<file path="config.mk">
export PLATFORM = sky130hd
export DESIGN_NAME = div_edge_meter
export DESIGN_NICKNAME = d
export VERILOG_FILES = /design/src/rtl/div_meter_pkg.sv /design/src/rtl/div_edge_meter_bit_sync.sv /design/src/rtl/div_edge_meter.sv
export SDC_FILE = /design/constraint.sdc
export NUM_CORES = 1
export LEC_CHECK = 0
export CORE_ASPECT_RATIO = 0.7
export CORE_MARGIN = 2
export CORE_UTILIZATION = 53
export DETAILED_ROUTE_END_ITERATION = 8
export HOLD_SLACK_MARGIN = 0.02
export PLACE_DENSITY = 0.85
export REMOVE_ABC_BUFFERS = 1
export SLEW_MARGIN = 5
export SYNTH_ARGS = -nofsm -noshare
export SYNTH_HDL_FRONTEND = slang
export SYNTH_SLANG_ARGS = --single-unit
</file>
<file path="constraint.sdc">
create_clock -name clk -period 2.1 [get_ports clk]
set_input_delay 0.42 -clock clk [delete_from_list [all_inputs] [get_ports clk]]
set_output_delay 0.42 -clock clk [all_outputs]
set_load 0.05 [all_outputs]
</file>
<file path="src/rtl/div_meter_pkg.sv">
// Shared types and defaults for the divided-clock edge meter.
package div_meter_pkg;

  typedef enum logic [1:0] {
    IDLE    = 2'd0,
    MEASURE = 2'd1,
    STALL   = 2'd2
  } state_t;

  localparam int DEFAULT_CNT_W = 16;

endpackage

</file>
<file path="src/rtl/div_edge_meter_bit_sync.sv">
// Reset-to-0 flop chain bringing one asynchronous bit into the clk domain.
module bit_sync #(
  parameter int STAGES = 2
) (
  input  logic clk,
  input  logic rst,
  input  logic d,
  output logic q
);

  logic [STAGES-1:0] ff;

  always_ff @(posedge clk or posedge rst) begin
    if (rst) begin
      ff <= '0;
    end else begin
      ff <= {ff[STAGES-2:0], d};
    end
  end

  assign q = ff[STAGES-1];

endmodule

</file>
<file path="src/rtl/div_edge_meter.sv">
// Edge detector, period meter and stall monitor for the divided clock div_in.
// Optional high-time measurement (tick_fall, meas_high) under DIV_EDGE_METER_FALL_EN.
module div_edge_meter
  import div_meter_pkg::*;
#(
  parameter int SYNC_STAGES = 2,
  parameter int CNT_W       = DEFAULT_CNT_W,
  parameter int TIMEOUT     = 4096
) (
  input  logic             clk,
  input  logic             rst,
  input  logic             div_in,
  output logic             tick,
  output logic             meas_valid,
  input  logic             meas_ready,
  output logic [CNT_W-1:0] meas_period,
  output logic             meas_sat,
  output logic             stalled,
  output logic             overrun,
`ifdef DIV_EDGE_METER_FALL_EN
  output logic             tick_fall,
  output logic [CNT_W-1:0] meas_high,
`endif
  output logic [1:0]       state_dbg
);

  localparam logic [CNT_W-1:0] CNT_MAX    = '1;
  localparam logic [CNT_W-1:0] TIMEOUT_C  = CNT_W'(TIMEOUT);
  localparam bit               TIMEOUT_EN = (TIMEOUT != 0);

  state_t           state, state_nxt;
  logic             sync_out, sync_q;
  logic [CNT_W-1:0] cnt;
  logic             publish, load;

  bit_sync #(.STAGES(SYNC_STAGES)) u_sync (
    .clk (clk),
    .rst (rst),
    .d   (div_in),
    .q   (sync_out)
  );

  // cnt equals the distance to the previous tick, so it is the period at the next one.
  always_ff @(posedge clk or posedge rst) begin
    if (rst) begin
      sync_q <= 1'b0;
      tick   <= 1'b0;
      cnt    <= '0;
    end else begin
      sync_q <= sync_out;
      tick   <= sync_out & ~sync_q;
      if (tick)                cnt <= CNT_W'(1);
      else if (cnt != CNT_MAX) cnt <= cnt + 1'b1;
    end
  end

  always_ff @(posedge clk or posedge rst) begin
    if (rst) state <= IDLE;
    else     state <= state_nxt;
  end

  always_comb begin
    state_nxt = state;
    publish   = 1'b0;
    case (state)
      IDLE:    if (tick) state_nxt = MEASURE;
      MEASURE: begin
        if (tick) publish = 1'b1;
        else if (TIMEOUT_EN && cnt == TIMEOUT_C) state_nxt = STALL;
      end
      STALL:   if (tick) state_nxt = MEASURE;
      default: state_nxt = IDLE;
    endcase
  end

  assign stalled   = (state == STALL);
  assign state_dbg = state;

  // Handshake: a transfer happens on any cycle with meas_valid & meas_ready. Held data is
  // frozen while valid & !ready; a publish then is dropped and flagged in sticky overrun.
  assign load = publish && (!meas_valid || meas_ready);

  always_ff @(posedge clk or posedge rst) begin
    if (rst) begin
      meas_valid  <= 1'b0;
      meas_period <= '0;
      meas_sat    <= 1'b0;
      overrun     <= 1'b0;
    end else begin
      if (load) begin
        meas_valid  <= 1'b1;
        meas_period <= cnt;
        meas_sat    <= (cnt == CNT_MAX);
      end else if (meas_valid && meas_ready) begin
        meas_valid <= 1'b0;
      end
      if (publish && meas_valid && !meas_ready) overrun <= 1'b1;
    end
  end

`ifdef DIV_EDGE_METER_FALL_EN
  logic [CNT_W-1:0] hcnt, high_hold;

  // High time is latched at the falling tick and rides along with the next period publish.
  always_ff @(posedge clk or posedge rst) begin
    if (rst) begin
      tick_fall <= 1'b0;
      hcnt      <= '0;
      high_hold <= '0;
      meas_high <= '0;
    end else begin
      tick_fall <= ~sync_out & sync_q;
      if (tick)                 hcnt <= CNT_W'(1);
      else if (hcnt != CNT_MAX) hcnt <= hcnt + 1'b1;
      if (tick_fall) high_hold <= hcnt;
      if (load)      meas_high <= high_hold;
    end
  end
`endif

endmodule
</file>
==> results.py <==
# Generated from Yosys and OpenROAD reports
metrics = {
    "cts": {
        "clk_pin_slew_ns": 0.08,
        "htreeDepth": 2,
        "cts_buffers": 5,
        "clkSinkCount": 41,
        "cts_resized": 0,
        "ctsHoldBuffers": 0,
        "cts_buffer_depth": 2,
        "cts.repair_timing.setup_buffer_count": 0,
    },
    "logic_synthesis": {
        "synthesis.area_um2": 1840,
        "edf_count": 0,
        "synth.area.top_cells": "dfrtp_1, mux2_2, o21ai_0, nand2b_1, nand4_1",
        "logic_family": "simple AND/OR/NAND/NOR gates",
        "top_cell_area_share_pct": 55.7,
        "synthSimpleGateAreaFrac_pct": 18.9,
        "async_flop_share_pct": 100,
        "yosys.area_share.aoi_pct": 8.22,
        "yosys_warnings": 0,
        "ys_cells": 158,
        "ys_types": 37,
        "top_area_cell": "dfrtp_1",
        "ys_sh_xor_pct": 1.43,
        "synthAdderAreaFrac_pct": 1.36,
        "synthMuxAreaShare_pct": 11.5,
        "netlist_instances": 158,
        "ys_seq_elements": 41,
        "synth_chip_area_um2": 1840,
    },
    "critical_path": {
        "r2r_end": "cnt[13]",
        "endpoint_kind": "primary output",
        "crit_family": "buffers and inverters",
        "crit_fanout": 5,
        "r2r_slack_ns": 0.23,
        "worst_path_max_delay_cell": "clkdlybuf4s50_1",
        "max_stage_delay_ns": 0.82,
        "rr_worst_depth": 5,
        "r2r-start": "cnt[1]",
        "path_buffers": 1,
        "cp.depth": 1,
        "crit_type": "reg2out",
        "cp-start-kind": "flop",
    },
    "finish": {
        "drive_above_1_share_pct": 19.0,
        "num_antenna_cells": 0,
        "syn2layout_area_growth_pct": 24.4,
    },
    "sta": {
        "rsz0062_at_grt": "no",
        "period_used_pct": 91.8,
        "hold_viol_final": 0,
        "fmax_ghz": 0.519,
        "fin_skew_ns": 0.00728,
        "slew_violations": 0,
        "setup_violations": 0,
        "worst_pin_slew_ns": 0.499,
        "period_needed_ns": 1.93,
    },
    "placed_design": {
        "place_congestion": 0.821,
        "port_buffers": 26,
    },
    "pwr": {
        "power.leakage_uw": 0.00101,
        "irDropWorstVdd_mv": 0.854,
    },
    "job": {
        "maxCapViolCount": 0,
        "warning_count": 26,
    },
    "die": {
        "fp_util_pct": 57.0,
        "fp.dieW_um": 74.5,
        "ioPinCount": 27,
    },
    "min_path": {
        "holdCritPathClass": "reg2reg",
        "hold_end": "u_sync.ff[1]",
    },
    "global_route": {
        "grt_pass1_vias": 1314,
        "antenna_found_initial": 0,
        "grt_pass1_wl_um": 6090,
        "grt_max_degree": 42,
    },
    "drt": {
        "drtPass1Iterations": 4,
        "ant_nets": 0,
        "drc": 0,
    },
    "run_status": {
        "status": "completed",
    },
}
## Yosys cell counts, drive strengths merged (3+ instances only)
library cell and instances:
a21oi 6, buf 4, clkbuf 4, dfrtp 41, inv 5, mux2 17
nand2 6, nand2b 5, nand3 4, nand4 7, nor2 6, nor2b 5
nor3 3, nor4 5, o21ai 7, o21bai 3, or3 5
## state kept, by name, indices dropped and copies added (netlist names), 2 cells and up
register,count
cnt,16
meas_period,16
state_dbg,2
u_sync.ff,2
## worst reg2reg max path: stages, from the launching register on
cell     delay [ns]
dfrtp_1        0.43
ha_1           0.23
nand3_1        0.11
or4_1          0.67
a31o_1         0.25
a21oi_2        0.11
## metal layers
| layer | share of wire [%] | GRT usage [%] |
|---|---|---|
| met1 | 47 | 26.9 |
| met2 | 46 | 34.4 |
| met3 | 6.1 | 8.38 |
| met4 | 1.6 | 9.23 |
| met5 | 0 | 0 |
## stage by stage
| stage | utilization [%] | setup TNS [ns] | setup slack (ns) | hold WS, ns | cell area [um^2] |
|---|---|---|---|---|---|
| final | 70.9 | 0 | 0.172 | 0.371 | 2290 |
| after global routing | 70.9 | 0 | 0.0957 | 0.381 | 2290 |
| after floorplan | - | -6.07 | -0.357 | 0.331 | 1810 |
| after CTS | 70.9 | 0 | 0.154 | 0.377 | 2290 |
| after global placement | 67.1 | 0 | 0.240 | 0.335 | 2170 |
| after detailed placement | 67.1 | 0 | 0.194 | 0.358 | 2170 |
## cells in the final DEF (no fill, tap or decap), types with 6 or more instances in the layout
cell	n
dfrtp_1	41
clkdlybuf4s50_1	24
mux2_2	17
o21ai_0	7
nor2_1	6
nand2_1	6
clkbuf_8	6
buf_4	6
## kinds of logic (layout without fill, tap and decap cells)
kind of cell	after synthesis	after routing
and+or+nand+nor	56	56
DFF	41	41
AOI/OAI and AO/OA	24	24
muxes	19	19
buffers and inverters	13	44
xor gates and xnor gates	3	3
adders and majority gates	2	2
## power by group
group	switching, uW	internal (uW)	total [uW]
clock network	266	386	652
registers	86.7	871	957
logic	279	174	453
total	632	1430	2060
## worst max path at each step
stage / start / to / slack (ns)
finish: state_dbg[0] / state_dbg[0] / 0.17
global route: state_dbg[0] / state_dbg[0] / 0.1
CTS: state_dbg[0] / state_dbg[0] / 0.15
detailed placement: meas_ready / meas_period[3] / 0.19
global placement: meas_ready / meas_period[14] / 0.24
floorplan: tick / meas_period[0] / -0.36
## final cells by class
class | count | area [um^2]
Fill cell | 241 | 942
Multi-Input combinational cell | 104 | 762
Tap cell | 47 | 58.8
Sequential cell | 41 | 1030
Inverter | 5 | 18.8
Timing Repair Buffer | 31 | 305
Clock buffer | 6 | 82.6
Clock inverter | 2 | 37.5
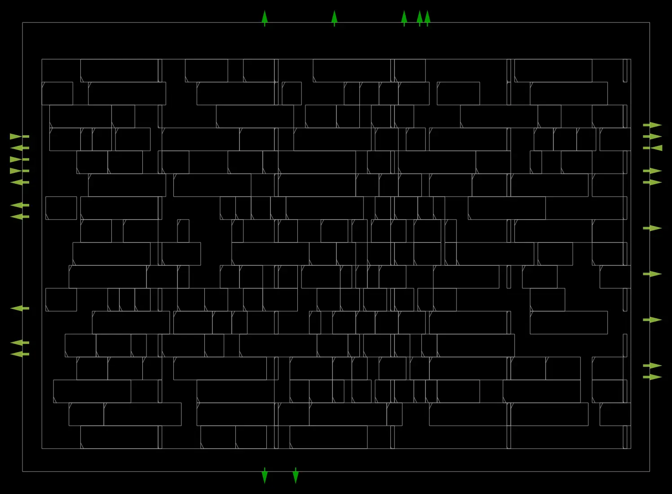
Figure 1: cell placement.
registers: 41
FP Rows: 17
Final Core Density: 70.9%
Well Taps: 47
Layout Cells excl Fill: 236

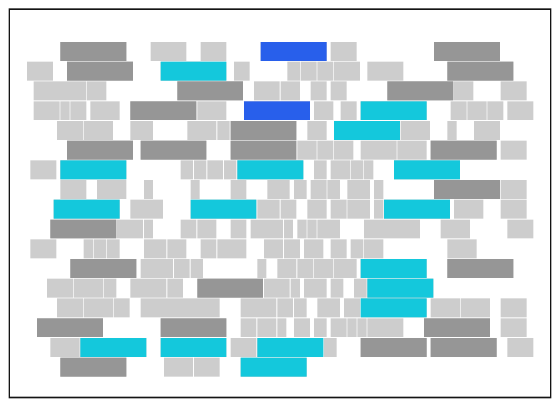
Figure 2: sequential cells grouped by signal name.
legend:
  cyan:
    signal: cnt
    placed_flops: 16
  blue:
    signal: state_dbg
    placed_flops: 2
not coloured: 23
sequential cell area: 1030 um^2
Flop+latch power: 957 uW
fraction of area in registers: 44.8%

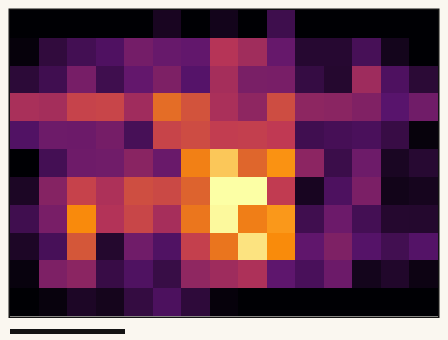
Figure 3: signal metal coverage by tile.
The bar under the picture is 20 um long. 15 x 11 tiles, from black (low) to pale yellow (high), scaled to the fullest tile. Values are wire area over tile area, all layers added.
tiles over half the peak: 19%
fullest tile: 0.50
mean over tiles: 0.14
drt wl/cell: 15.0 um
Total GRT Usage: 21.8%

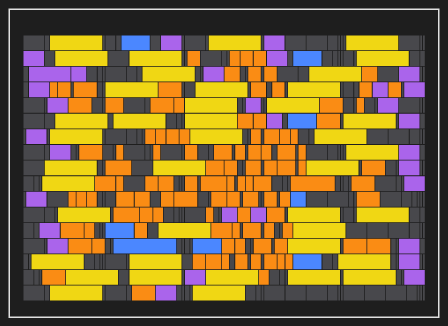
Figure 4: placed cells, one colour a class.
Fill, decap, tap and diode cells in grey.
legend:
  blue:
    class: clock drivers and dummy loads
    cells: 8
    share_of_their_area: 5.4%
  yellow:
    class: flip-flops
    cells: 41
    share_of_their_area: 46%
  purple:
    class: other buffers and delay cells
    cells: 31
    share_of_their_area: 14%
  orange:
    class: all other logic
    cells: 109
    share_of_their_area: 35%
Core Area: 3230 um^2
Design Area, Final: 2290 um^2

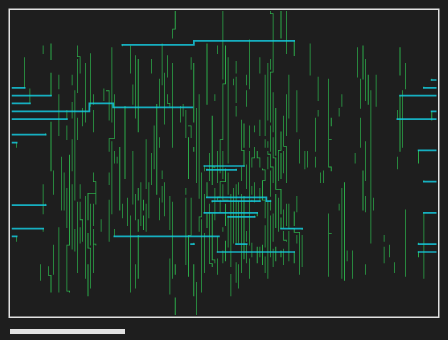
Figure 5: signal wires by layer.
The bar under the picture is 20 um long. Only two layers are drawn.
legend:
  green:
    layer: met2
    wire_length: 1,610 um
  cyan:
    layer: met3
    wire_length: 216 um
Vias: 1,330
WL final: 3530 um

Power and IR drop assume default switching activity.
